### config.mk
export PLATFORM = sky130hd
export DESIGN_NAME = commutator_out
export DESIGN_NICKNAME = d
export VERILOG_FILES = /design/src/rtl/commutator_out_pkg.sv /design/src/rtl/commutator_out_dff.sv /design/src/rtl/commutator_out.sv
export SDC_FILE = /design/constraint.sdc
export NUM_CORES = 1
export LEC_CHECK = 0
export CAP_MARGIN = 20
export CORE_MARGIN = 8
export CORE_UTILIZATION = 65
export DETAILED_ROUTE_END_ITERATION = 7
export DONT_BUFFER_PORTS = 1
export GPL_TIMING_DRIVEN = 0
export PLACE_DENSITY = 0.81
export SLEW_MARGIN = 40
export SYNTH_ARGS = -nofsm -noshare
export SYNTH_HDL_FRONTEND = slang
export SYNTH_SLANG_ARGS = --single-unit
### constraint.sdc
create_clock -name i_clk -period 5.15 [get_ports i_clk]
set_input_delay 1.545 -clock i_clk [delete_from_list [all_inputs] [get_ports i_clk]]
set_output_delay 1.545 -clock i_clk [all_outputs]
set_load 0.01 [all_outputs]
### src/rtl/commutator_out_pkg.sv
// Shared helpers for the output commutator slice.
package commutator_out_pkg;

   // Width of a phase index; never narrower than one bit.
   function automatic int unsigned f_phase_width(input int unsigned nr_phases);
      return (nr_phases > 1) ? $clog2(nr_phases) : 1;
   endfunction

endpackage

### src/rtl/commutator_out_dff.sv
// Generic enabled register with asynchronous active-low reset.
module dff #(
   parameter int unsigned gp_data_width = 8
) (
   input  logic                     i_clk,
   input  logic                     i_rst_n,
   input  logic                     i_ena,
   input  logic [gp_data_width-1:0] i_d,
   output logic [gp_data_width-1:0] o_q
);

   logic [gp_data_width-1:0] r_q;

   // Capture i_d on enabled edges, clear on reset.
   always_ff @(posedge i_clk or negedge i_rst_n) begin
      if (!i_rst_n) begin
         r_q <= '0;
      end else if (i_ena) begin
         r_q <= i_d;
      end
   end

   assign o_q = r_q;

endmodule

### src/rtl/commutator_out.sv
// Parallel-to-serial commutator: captures a frame of gp_nr_phases samples
// and emits them one per enabled clock, phase 0 first.
module commutator_out
   import commutator_out_pkg::*;
#(
   parameter int unsigned gp_data_width = 8,
   parameter int unsigned gp_nr_phases  = 4
) (
   input  logic                                    i_clk,
   input  logic                                    i_rst,
   input  logic                                    i_ena,
   input  logic                                    i_load,
   input  logic [gp_nr_phases*gp_data_width-1:0]   i_data,
   output logic                                    o_ready,
   output logic [gp_data_width-1:0]                o_data,
   output logic                                    o_valid,
   output logic [f_phase_width(gp_nr_phases)-1:0]  o_phase,
   output logic                                    o_overrun
);

   localparam int unsigned lp_phase_w = f_phase_width(gp_nr_phases);
   localparam int unsigned lp_frame_w = gp_nr_phases * gp_data_width;
   localparam logic [lp_phase_w-1:0] lp_last_phase = lp_phase_w'(gp_nr_phases - 1);

   typedef enum logic {
      ST_IDLE  = 1'b0,
      ST_SHIFT = 1'b1
   } state_t;

   state_t                   r_state;
   logic [lp_phase_w-1:0]    r_phase;
   logic [gp_data_width-1:0] r_data;
   logic                     r_valid;
   logic                     r_overrun;

   logic                     w_rst_n;
   logic                     w_ready;
   logic                     w_accept;
   logic [lp_frame_w-1:0]    w_frame;
   logic [lp_frame_w-1:0]    w_sel_frame;
   logic [lp_phase_w-1:0]    w_next_phase;
   logic [gp_data_width-1:0] w_slice;

   assign w_rst_n  = ~i_rst;
   assign w_ready  = (r_state == ST_IDLE) || (r_phase == lp_last_phase);
   assign w_accept = i_ena && i_load && w_ready;

   dff #(
      .gp_data_width(lp_frame_w)
   ) u_frame_reg (
      .i_clk   (i_clk),
      .i_rst_n (w_rst_n),
      .i_ena   (w_accept),
      .i_d     (i_data),
      .o_q     (w_frame)
   );

   // Select the sample for the next phase; on acceptance the frame register
   // is still loading, so phase 0 is taken straight from i_data.
   always_comb begin
      w_sel_frame  = w_accept ? i_data : w_frame;
      w_next_phase = w_accept ? '0 : (r_phase + 1'b1);
      w_slice      = '0;
      for (int unsigned p = 0; p < gp_nr_phases; p++) begin
         if (w_next_phase == lp_phase_w'(p)) begin
            w_slice = w_sel_frame[p*gp_data_width +: gp_data_width];
         end
      end
   end

   // FSM, phase counter, registered output sample and sticky overrun flag.
   always_ff @(posedge i_clk or posedge i_rst) begin
      if (i_rst) begin
         r_state   <= ST_IDLE;
         r_phase   <= '0;
         r_data    <= '0;
         r_valid   <= 1'b0;
         r_overrun <= 1'b0;
      end else if (i_ena) begin
         if (i_load && !w_ready) begin
            r_overrun <= 1'b1;
         end
         case (r_state)
            ST_IDLE: begin
               if (w_accept) begin
                  r_state <= ST_SHIFT;
                  r_phase <= '0;
                  r_data  <= w_slice;
                  r_valid <= 1'b1;
               end
            end
            ST_SHIFT: begin
               if (w_accept) begin
                  r_phase <= '0;
                  r_data  <= w_slice;
               end else if (r_phase == lp_last_phase) begin
                  r_state <= ST_IDLE;
                  r_valid <= 1'b0;
               end else begin
                  r_phase <= w_next_phase;
                  r_data  <= w_slice;
               end
            end
            default: begin
               r_state <= ST_IDLE;
               r_valid <= 1'b0;
            end
         endcase
      end
   end

   assign o_ready   = w_ready;
   assign o_data    = r_data;
   assign o_valid   = r_valid;
   assign o_phase   = r_phase;
   assign o_overrun = r_overrun;

endmodule
logic_types.png
The bar under the picture is 20 um long.
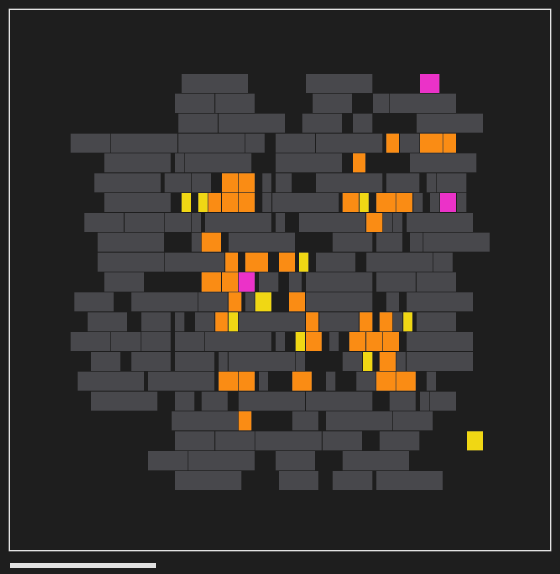
| color | family | cells |
|---|---|---|
| yellow | inv cells | 10 |
| magenta | and/or cells | 3 |
| orange | aoi and oai cells | 36 |

==> results_slide.txt <==
Physical Implementation Snapshot

Setup path
  – CP Class: reg2out
  – CP max FO: 8

Synth
  – Library cell with the largest summed area after synthesis: dfrtp_1
  – Register share after synthesis: 51.5%
  – Synth top area share: 51.5%

Power and ir drop
  – Clock share of power: 10.4%
  – Comb pwr share: 45.9%
  – Lkg Pwr: 1.03 nW
  – Sequential Power Share: 43.8%
  – Worst VDD drop: 349 uV

Drt
  – Met3 routed WL: 479 um
  – WL final: 4.91 mm

Finish
  – Diodes inserted: 0
  – Non-Filler Cell Area, Final: 0.00230 mm^2

Die
  – IO Count: 49

Timing
  – Worst Skew: 8.27 ps
  – Worst setup margin: 2100 ps
  – Slew Viols, Final: 0

Global routing
  – Overall routing resource usage: 19.3%

Status
  – Result of the run: finished clean

Min path
  – Hold path startpoint: r_state$_DFFE_PP0P_
power_grid.png
Pins as bars on the die edge. Tap cells in gray.
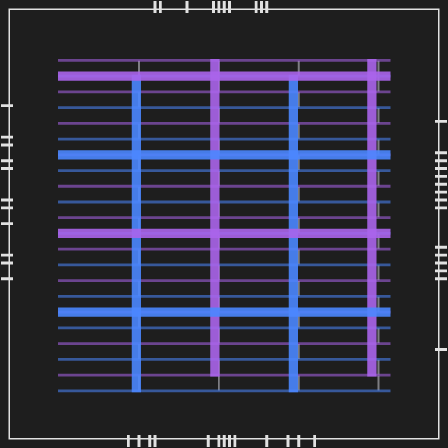
| color | net |
|---|---|
| blue | VSS |
| purple | VDD |
tap cells: 46
signal pins: 49
met5 straps: 4
met1 rails: 22
rows: 21

cells by family (layout without fill, tap and decap cells):
family / count (synthesis) / after routing
flops: 45 / 45
mux: 40 / 40
compound gates: 39 / 39
simple gates: 23 / 23
buf+inv: 23 / 31
fa+ha+maj: 1 / 1
sequential cells by signal, summed over array words and instances (netlist names):
register / count
r_state: 1
u_frame_reg.o_q: 32
o_valid: 1
o_phase: 2
o_data: 8
o_overrun: 1
stage by stage:
stage	util, %	instances	power, W	hold slack (ps)
2_1_floorplan	-	171	0.00122	456
6_report	70.0	225	0.00154	511
3_3_place_gp	68.3	217	0.00134	482
4_1_cts	70.0	225	0.00154	512
3_5_place_dp	68.4	217	0.00138	494
5_1_grt	70.0	225	0.00163	534
synthesized netlist by cell type:
| library cell | n |
|---|---|
| dfrtp_1 | 45 |
| mux2_4 | 30 |
| a31oi_1 | 15 |
| a21oi_1 | 9 |
| inv_1 | 9 |
| nand2_1 | 9 |
| nor2_1 | 8 |
| mux2i_1 | 7 |
| o211ai_1 | 7 |
| buf_6 | 5 |
| clkbuf_1 | 5 |
| buf_2 | 3 |
| a21o_1 | 2 |
| and2_1 | 2 |
| mux2_2 | 2 |
| o21ai_0 | 2 |
| a21oi_2 | 1 |
| a2bb2oi_1 | 1 |
| and2b_1 | 1 |
| ha_1 | 1 |
| inv_4 | 1 |
| mux4_2 | 1 |
| nand2b_1 | 1 |
| nand3b_1 | 1 |
| nor2b_1 | 1 |
| o21a_1 | 1 |
| o22ai_1 | 1 |
worst max-delay path: stages (launching register included):
cell and delay, ps:
dfrtp_1 460, ha_1 260, and2b_1 220, buf_6 140, inv_4 60
area by class of cell:
type	count	area (um^2)
multi-input combinational	103	930
inverter	10	42.5
buffer	13	90.1
fill	234	986
sequential	45	1130
clock buffer	7	45.0
clock inverter	1	7.51
tap	46	57.6
No activity file was given, so power comes from the tool's default toggle rates.
